[config.mk]
export PLATFORM = sky130hd
export DESIGN_NAME = agen_queue
export DESIGN_NICKNAME = d
export VERILOG_FILES = /design/src/rtl/lsu_pkg.sv /design/src/rtl/agen_decode.sv /design/src/rtl/agen_queue.sv
export SDC_FILE = /design/constraint.sdc
export NUM_CORES = 1
export LEC_CHECK = 0
export ABC_CLOCK_PERIOD_IN_PS = 14050
export CORE_MARGIN = 4
export CORE_UTILIZATION = 38
export CTS_CLUSTER_SIZE = 40
export DETAILED_ROUTE_END_ITERATION = 7
export SLEW_MARGIN = 20
export SYNTH_ARGS = -nofsm -noshare
export SYNTH_HDL_FRONTEND = slang
export SYNTH_SLANG_ARGS = --single-unit
export TNS_END_PERCENT = 5
[constraint.sdc]
create_clock -name clk -period 14.05 [get_ports clk]
set_clock_uncertainty 0.05 [all_clocks]
set_input_delay 2.1075 -clock clk [delete_from_list [all_inputs] [get_ports clk]]
set_output_delay 2.1075 -clock clk [all_outputs]
set_load 0.02 [all_outputs]
[src/rtl/lsu_pkg.sv]
// Shared LSU definitions: opcode encodings, access-size codes and the agen entry types
// used by the address generator and its consumers.
package lsu_pkg;

    localparam int SIZE_OPCODE_I = 6;
    localparam int LSU_DATA_W    = 32;
    localparam int LSU_TAG_W     = 7;

    localparam logic [1:0] LDST_SIZE_BYTE  = 2'd0;
    localparam logic [1:0] LDST_SIZE_HALF  = 2'd1;
    localparam logic [1:0] LDST_SIZE_WORD  = 2'd2;
    localparam logic [1:0] LDST_SIZE_OTHER = 2'd3;

    // Memory-op opcodes; every other encoding is treated as unknown (no attributes).
    localparam logic [SIZE_OPCODE_I-1:0] OP_LB    = 6'd1;
    localparam logic [SIZE_OPCODE_I-1:0] OP_LBU   = 6'd2;
    localparam logic [SIZE_OPCODE_I-1:0] OP_LH    = 6'd3;
    localparam logic [SIZE_OPCODE_I-1:0] OP_LHU   = 6'd4;
    localparam logic [SIZE_OPCODE_I-1:0] OP_LW    = 6'd5;
    localparam logic [SIZE_OPCODE_I-1:0] OP_DLW_H = 6'd6;
    localparam logic [SIZE_OPCODE_I-1:0] OP_DLW_L = 6'd7;
    localparam logic [SIZE_OPCODE_I-1:0] OP_L_S   = 6'd8;
    localparam logic [SIZE_OPCODE_I-1:0] OP_L_D   = 6'd9;
    localparam logic [SIZE_OPCODE_I-1:0] OP_LWL   = 6'd10;
    localparam logic [SIZE_OPCODE_I-1:0] OP_LWR   = 6'd11;
    localparam logic [SIZE_OPCODE_I-1:0] OP_SB    = 6'd12;
    localparam logic [SIZE_OPCODE_I-1:0] OP_SH    = 6'd13;
    localparam logic [SIZE_OPCODE_I-1:0] OP_SW    = 6'd14;
    localparam logic [SIZE_OPCODE_I-1:0] OP_DSW_H = 6'd15;
    localparam logic [SIZE_OPCODE_I-1:0] OP_DSW_L = 6'd16;
    localparam logic [SIZE_OPCODE_I-1:0] OP_DSZ   = 6'd17;
    localparam logic [SIZE_OPCODE_I-1:0] OP_S_S   = 6'd18;
    localparam logic [SIZE_OPCODE_I-1:0] OP_S_D   = 6'd19;
    localparam logic [SIZE_OPCODE_I-1:0] OP_SWL   = 6'd20;
    localparam logic [SIZE_OPCODE_I-1:0] OP_SWR   = 6'd21;

    typedef struct packed {
        logic [1:0] size;
        logic       is_load;
        logic       is_store;
        logic       sign_ext;
        logic       dbl_lo;
        logic       misalign;
    } agen_attr_t;

    typedef struct packed {
        logic [LSU_DATA_W-1:0] addr;
        logic [1:0]            size;
        logic                  is_load;
        logic                  is_store;
        logic                  sign_ext;
        logic                  dbl_lo;
        logic                  misalign;
        logic [LSU_TAG_W-1:0]  tag;
    } agen_entry_t;

endpackage

[src/rtl/agen_decode.sv]
// Combinational opcode decode and effective-address adder for the agen lane.
// Alignment checking is generated only when AGEN_ALIGN_CHECK_EN is defined.
module agen_decode
    import lsu_pkg::*;
#(
    parameter int DATA_W = 32,
    parameter int IMM_W  = 16
) (
    input  logic [DATA_W-1:0]        data1,
    input  logic [IMM_W-1:0]         immd,
    input  logic [SIZE_OPCODE_I-1:0] opcode,
    output logic [DATA_W-1:0]        addr,
    output agen_attr_t               attr
);

    logic [DATA_W-1:0] immd_sext;

    assign immd_sext = {{(DATA_W-IMM_W){immd[IMM_W-1]}}, immd};
    assign addr      = data1 + immd_sext;

    always_comb begin
        attr = '0;
        case (opcode)
            OP_LB: begin
                attr.is_load  = 1'b1;
                attr.sign_ext = 1'b1;
                attr.size     = LDST_SIZE_BYTE;
            end
            OP_LBU: begin
                attr.is_load = 1'b1;
                attr.size    = LDST_SIZE_BYTE;
            end
            OP_LH: begin
                attr.is_load  = 1'b1;
                attr.sign_ext = 1'b1;
                attr.size     = LDST_SIZE_HALF;
            end
            OP_LHU: begin
                attr.is_load = 1'b1;
                attr.size    = LDST_SIZE_HALF;
            end
            OP_LW, OP_DLW_H, OP_DLW_L: begin
                attr.is_load = 1'b1;
                attr.dbl_lo  = (opcode == OP_DLW_L);
                attr.size    = LDST_SIZE_WORD;
            end
            OP_L_S, OP_L_D, OP_LWL, OP_LWR: begin
                attr.is_load = 1'b1;
                attr.size    = LDST_SIZE_OTHER;
            end
            OP_SB: begin
                attr.is_store = 1'b1;
                attr.size     = LDST_SIZE_BYTE;
            end
            OP_SH: begin
                attr.is_store = 1'b1;
                attr.size     = LDST_SIZE_HALF;
            end
            OP_SW, OP_DSW_H, OP_DSW_L: begin
                attr.is_store = 1'b1;
                attr.dbl_lo   = (opcode == OP_DSW_L);
                attr.size     = LDST_SIZE_WORD;
            end
            OP_DSZ, OP_S_S, OP_S_D, OP_SWL, OP_SWR: begin
                attr.is_store = 1'b1;
                attr.size     = LDST_SIZE_OTHER;
            end
            default: attr = '0;
        endcase
`ifdef AGEN_ALIGN_CHECK_EN
        // Only half and word accesses can fault; unaligned/other forms are handled by the LSQ.
        attr.misalign = ((attr.size == LDST_SIZE_HALF) && addr[0]) ||
                        ((attr.size == LDST_SIZE_WORD) && (addr[1:0] != 2'b00));
`endif
    end

endmodule

[src/rtl/agen_queue.sv]
// Load/store address generator with a DEPTH-entry valid/ready output queue toward the LSQ.
// Optional alignment fault reporting is enabled by defining AGEN_ALIGN_CHECK_EN.
module agen_queue
    import lsu_pkg::*;
#(
    parameter int DATA_W = 32,
    parameter int IMM_W  = 16,
    parameter int TAG_W  = 7,
    parameter int DEPTH  = 4
) (
    input  logic                     clk,
    input  logic                     reset,
    input  logic                     flush_i,
    input  logic                     in_valid_i,
    output logic                     in_ready_o,
    input  logic [DATA_W-1:0]        data1_i,
    input  logic [IMM_W-1:0]         immd_i,
    input  logic [SIZE_OPCODE_I-1:0] opcode_i,
    input  logic [TAG_W-1:0]         tag_i,
    output logic                     out_valid_o,
    input  logic                     out_ready_i,
    output logic [DATA_W-1:0]        addr_o,
    output logic [1:0]               ldst_size_o,
    output logic                     is_load_o,
    output logic                     is_store_o,
    output logic                     sign_ext_o,
    output logic                     dbl_lo_o,
    output logic                     misalign_o,
    output logic [TAG_W-1:0]         tag_o
);

    localparam int PTR_W = (DEPTH > 2) ? $clog2(DEPTH) : 1;
    localparam int CNT_W = $clog2(DEPTH + 1);

    logic [PTR_W-1:0]  rd_ptr_reg, wr_ptr_reg;
    logic [CNT_W-1:0]  count_reg, count_next;
    logic [DATA_W-1:0] addr_mem [DEPTH];
    logic [TAG_W-1:0]  tag_mem  [DEPTH];
    agen_attr_t        attr_mem [DEPTH];
    logic [DEPTH-1:0]  wr_sel;
    logic [DATA_W-1:0] dec_addr;
    agen_attr_t        dec_attr;
    logic              push, pop;

    agen_decode #(
        .DATA_W(DATA_W),
        .IMM_W (IMM_W)
    ) u_decode (
        .data1 (data1_i),
        .immd  (immd_i),
        .opcode(opcode_i),
        .addr  (dec_addr),
        .attr  (dec_attr)
    );

    // Handshake depends only on registered count, so in_ready has no path from out_ready.
    assign in_ready_o  = (count_reg != CNT_W'(DEPTH));
    assign out_valid_o = (count_reg != '0);
    assign push        = in_valid_i & in_ready_o & ~flush_i;
    assign pop         = out_valid_o & out_ready_i & ~flush_i;

    for (genvar gi = 0; gi < DEPTH; gi++) begin : g_wr_sel
        assign wr_sel[gi] = push && (wr_ptr_reg == PTR_W'(gi));
    end

    always_comb begin
        count_next = count_reg;
        case ({push, pop})
            2'b10:   count_next = count_reg + CNT_W'(1);
            2'b01:   count_next = count_reg - CNT_W'(1);
            default: count_next = count_reg;
        endcase
    end

    always_ff @(posedge clk or posedge reset) begin
        if (reset) begin
            rd_ptr_reg <= '0;
            wr_ptr_reg <= '0;
            count_reg  <= '0;
        end else if (flush_i) begin
            rd_ptr_reg <= '0;
            wr_ptr_reg <= '0;
            count_reg  <= '0;
        end else begin
            if (push) wr_ptr_reg <= wr_ptr_reg + PTR_W'(1);
            if (pop)  rd_ptr_reg <= rd_ptr_reg + PTR_W'(1);
            count_reg <= count_next;
        end
    end

    // Storage is cleared on reset so every head output reads 0 straight out of reset.
    always_ff @(posedge clk or posedge reset) begin
        if (reset) begin
            for (int i = 0; i < DEPTH; i++) begin
                addr_mem[i] <= '0;
                tag_mem[i]  <= '0;
                attr_mem[i] <= '0;
            end
        end else begin
            for (int i = 0; i < DEPTH; i++) begin
                if (wr_sel[i]) begin
                    addr_mem[i] <= dec_addr;
                    tag_mem[i]  <= tag_i;
                    attr_mem[i] <= dec_attr;
                end
            end
        end
    end

    assign addr_o      = addr_mem[rd_ptr_reg];
    assign tag_o       = tag_mem[rd_ptr_reg];
    assign ldst_size_o = attr_mem[rd_ptr_reg].size;
    assign is_load_o   = attr_mem[rd_ptr_reg].is_load;
    assign is_store_o  = attr_mem[rd_ptr_reg].is_store;
    assign sign_ext_o  = attr_mem[rd_ptr_reg].sign_ext;
    assign dbl_lo_o    = attr_mem[rd_ptr_reg].dbl_lo;
    assign misalign_o  = attr_mem[rd_ptr_reg].misalign;

endmodule

==> run notes <==
Status of the implementation.

- The run finished with clean final reports.
- The critical path endpoint has a required time of about 14000 ps.
- After synthesis, the most frequently instantiated cells are 339 x sky130_fd_sc_hd__nand2_1, 187 x sky130_fd_sc_hd__dfrtp_1, 74 x sky130_fd_sc_hd__nor2_1.
- The clock latency reported for the late side of the worst-skew pair is 430 ps, for reference.
- Looking at the hold checks, the worst path lands on addr_mem[35].
- The ratio of total power to cell area is a little under 200 nW/um^2, for reference.
- The H-tree generated during clock tree synthesis spans 4 levels.
- The clock drives roughly 190 sinks.
- Post-route period utilization is reported as 0.350.
- The synthesis stats list as the most numerous cell sky130_fd_sc_hd__nand2_1.
- After synthesis, the largest family of logic cells by area is simple AND/OR/NAND/NOR gates.
- Note, the detailed placer reported a final HPWL of about 18000 microns.
- STA classifies the critical path startpoint as a primary input.
- The CTS tree is yes, for reference.
- The number of antenna diodes in the final layout is 0.
- The chip occupies ~30000 sq um.
- The power report lists cell-internal power as 1.55 mW.
- The clock transition time at the flip-flop clock pins of the worst setup and hold paths is roughly 70 ps, for reference.
- Setup repair after global routing left no endpoint under its margin.
- The timing report gives the worst reg2reg path a setup slack of 11400 ps.
- The largest registers in the layout are addr_mem x128, tag_mem x28, attr_mem x24.
- The share of total power dissipated in the clock network is 0.210.
- sky130_fd_sc_hd__dfrtp_1 takes more of the synthesized area than any other cell.
- For reference, the final report shows the hold violation count at 0.
- A synthesized cell averages 9.43 sq um.
- The type of the worst setup path is primary input to flop, for reference.
- The number of violations of the max-capacitance limit is 0, for reference.
- The routed layout reports a DRC error count of 0.
- STA classifies the critical path endpoint as a flop.
- The actual transition at the worst max-transition pin is 799 ps, for reference.
- The via count of the routed design is 8381, for reference.
- The area fraction in compound gates after synthesis is 0.118, for reference.
- At floorplan, the net count of the design was reported as around 1200.
- Ranked by flip-flop count, first place goes to addr_mem.
- The synthesis stat section lists a flop and latch total of around 190.
- The count of cell types in the netlist is between 60 and 70, for reference.
- STA reports the tightest min-delay check as being of type flop to flop.
- The post-synthesis to final-layout area growth is 19.5%, for reference.
- The post-cts resize count is 0, for reference.
- The report puts the cell count of the worst reg-to-reg path at 6.
- For this run the aggregate overflow at the end of global routing stands at 0.
- Of the total power, registers draw 0.369.
- In the final layout, the share of cells above drive strength 1 is 0.123.
- Per the OpenROAD floorplan log, the width of the die is between 150 and 200 microns.
- The endpoint of the worst register-to-register path is addr_mem[84], for reference.
- The number of detailed-routing iterations run before antenna repair is 6, for reference.
- The count of final setup violators is 0, for reference.
- The cell area that synthesis handed to floorplanning was 10500 sq um.
- The simple logic cell fraction of the synthesized area is 0.204, for reference.
- The most instantiated flip-flop cell in the synthesis netlist is sky130_fd_sc_hd__dfrtp_1, for reference.
- According to the Yosys statistics, the synthesized design has a chip area of about 11000 sq um.
- After synthesis, the share of flip-flops with an asynchronous set or reset is 1.00.
- The cell sitting at the root of the clock tree is a sky130_fd_sc_hd__clkbuf_16.
- The script extracted a total leakage power of roughly 5.7 nW.
- Per STA, the worst path is made up of clkdlybuf4s50_1, ha_1, a21o_1, a31oi_1, and2_1, nand3_1, a31o_2, a311oi_1, a21oi_1.
- The initial core utilization is 0.389, for reference.
- Hold is met by ~420 ps.
- The first global-routing pass estimated between 40000 and 50000 microns of wire.
- The largest individual stage delay along the critical path comes from the cell sky130_fd_sc_hd__clkdlybuf4s50_1.
==> cell type report <==
cell class	count	area (sq um)	share of cell area
clock buffers	20	467	0.0371
multi-input cells	849	5530	0.439
well taps	372	465	0.0370
flip-flops and latches	187	4680	0.372
inverters	13	56.3	0.00447
clock inverters	12	155	0.0123
repair buffers	123	1230	0.0975
==> cells by family (layout without fill, tap and decap cells) <==
kind of cell | count (synthesis) | after routing
AOI/OAI and AO/OA | 189 | 189
xor gates and xnor gates | 29 | 29
adders and majority gates | 37 | 37
buffers and inverters | 81 | 168
DFF | 187 | 187
muxes | 79 | 79
other | 1 | 1
and+or+nand+nor | 514 | 514
==> power by group through the flow <==
stage                     Combinational [mW]  Sequential [mW]  Clock [mW]
final                                   1.02            0.894       0.508
after global routing                    1.11            0.923       0.541
after CTS                              0.998            0.923       0.517
after detailed placement               0.993            0.932           0
after global placement                 0.981            0.925           0
after floorplan                        0.687            0.846           0
==> how the worst max path moves through the flow <==
stage                         end  cells past startpoint
finish               addr_mem[89]                      9
global route        addr_mem[121]                      9
CTS                    addr_o[20]                      2
detailed placement  addr_mem[121]                      9
global placement    addr_mem[121]                      9
floorplan             addr_mem[0]                      1
==> cells in the final DEF, fill, tap and decap left out, types with 6 or more instances in the layout <==
master / instances
sky130_fd_sc_hd__nand2b_1: 6
sky130_fd_sc_hd__a211o_1: 10
sky130_fd_sc_hd__nand2_1: 335
sky130_fd_sc_hd__clkdlybuf4s50_1: 112
sky130_fd_sc_hd__a21oi_1: 47
sky130_fd_sc_hd__xnor2_1: 20
sky130_fd_sc_hd__ha_1: 35
sky130_fd_sc_hd__clkbuf_16: 17
sky130_fd_sc_hd__o21ai_0: 50
sky130_fd_sc_hd__nor3_1: 22
sky130_fd_sc_hd__nand3_1: 22
sky130_fd_sc_hd__a21o_1: 12
sky130_fd_sc_hd__nor2_1: 74
sky130_fd_sc_hd__xor2_1: 9
sky130_fd_sc_hd__o21a_1: 7
sky130_fd_sc_hd__inv_1: 12
sky130_fd_sc_hd__and2_1: 8
sky130_fd_sc_hd__a31oi_1: 6
sky130_fd_sc_hd__o31ai_1: 9
sky130_fd_sc_hd__or3_1: 6
sky130_fd_sc_hd__mux4_2: 45
sky130_fd_sc_hd__buf_4: 9
sky130_fd_sc_hd__dfrtp_1: 185
sky130_fd_sc_hd__nand4_1: 10
sky130_fd_sc_hd__mux2_2: 32
sky130_fd_sc_hd__or2_2: 6
==> per-stage QoR <==
step / setup slack [ps] / total power, mW / utilization / instances
floorplan: 6810 / 1.53 / - / 1117
global placement: 8780 / 1.91 / 0.440 / 1543
detailed placement: 8700 / 1.92 / 0.440 / 1543
CTS: 8960 / 2.44 / 0.463 / 1575
global route: 8950 / 2.57 / 0.464 / 1576
finish: 9130 / 2.42 / 0.464 / 1576
==> metal layers <==
layer	track usage	wire, microns	vias up	part of all wire
met4	0.0528	596	0	0.021
li1	-	-	4014	-
met3	0.0381	1320	34	0.046
met5	0	0	-	0
met2	0.309	13400	201	0.47
met1	0.259	13100	4132	0.46
==> worst max-delay path, delay by kind of cell <==
family                   cells  cell delay (ps)
AND-OR/OR-AND                5             1340
adder cells (fa/ha/maj)      1              590
buffers and inverters        1              800
AND/OR/NAND/NOR              2              320
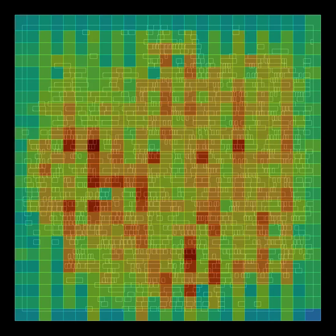
Fig. 1. Routing congestion.
grt met3 use: 0.0381
Global Route Usage Sum: 0.190
GR Util met1: 0.259
WL/cell: 18.0 microns
met2 demand-to-capacity share in global routing: 0.309

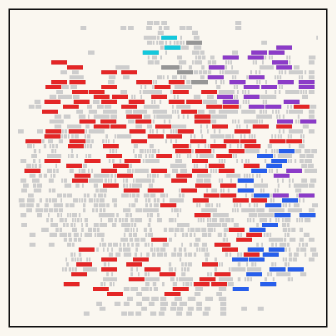
Fig. 2. Where the registers sit.
Other sequential cells in the stronger gray, the rest of the logic in the fainter gray.
purple -> `tag_mem`  # placed flops 28
blue -> `attr_mem`  # placed flops 24
cyan -> `count_reg`  # placed flops 3
red -> `addr_mem`  # placed flops 128
not colored = 4

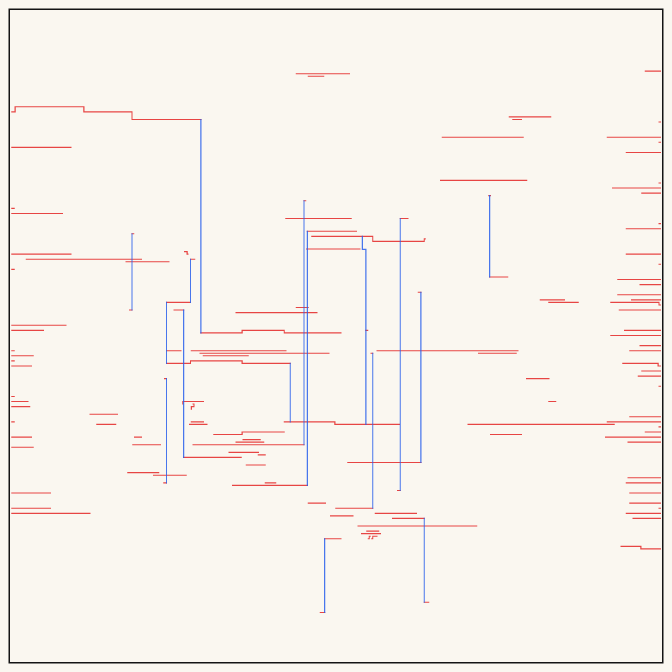
Fig. 3. Metal layers overlaid.
Only two layers are drawn.
blue -> M4  # wire length 597 microns
red -> M3  # wire length 1320 microns

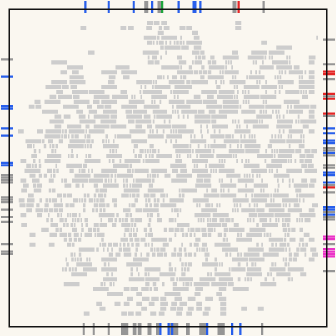
Fig. 4. Pin map.
Pins as bars across the die edge, other pins in gray.
magenta -> `opcode_i`  # pins 6, direction input, edge right
blue -> `addr_o`  # pins 32, direction output, edge 11 right, 8 top, 7 left, 6 bottom
red -> `tag_o`  # pins 7, direction output, edge 6 right, 1 top
green -> `out_valid_o`  # pins 1, direction output, edge top
all pins by edge = 40 right, 36 bottom, 21 left, 17 top

No activity file was given, so power comes from the tool's default toggle rates.
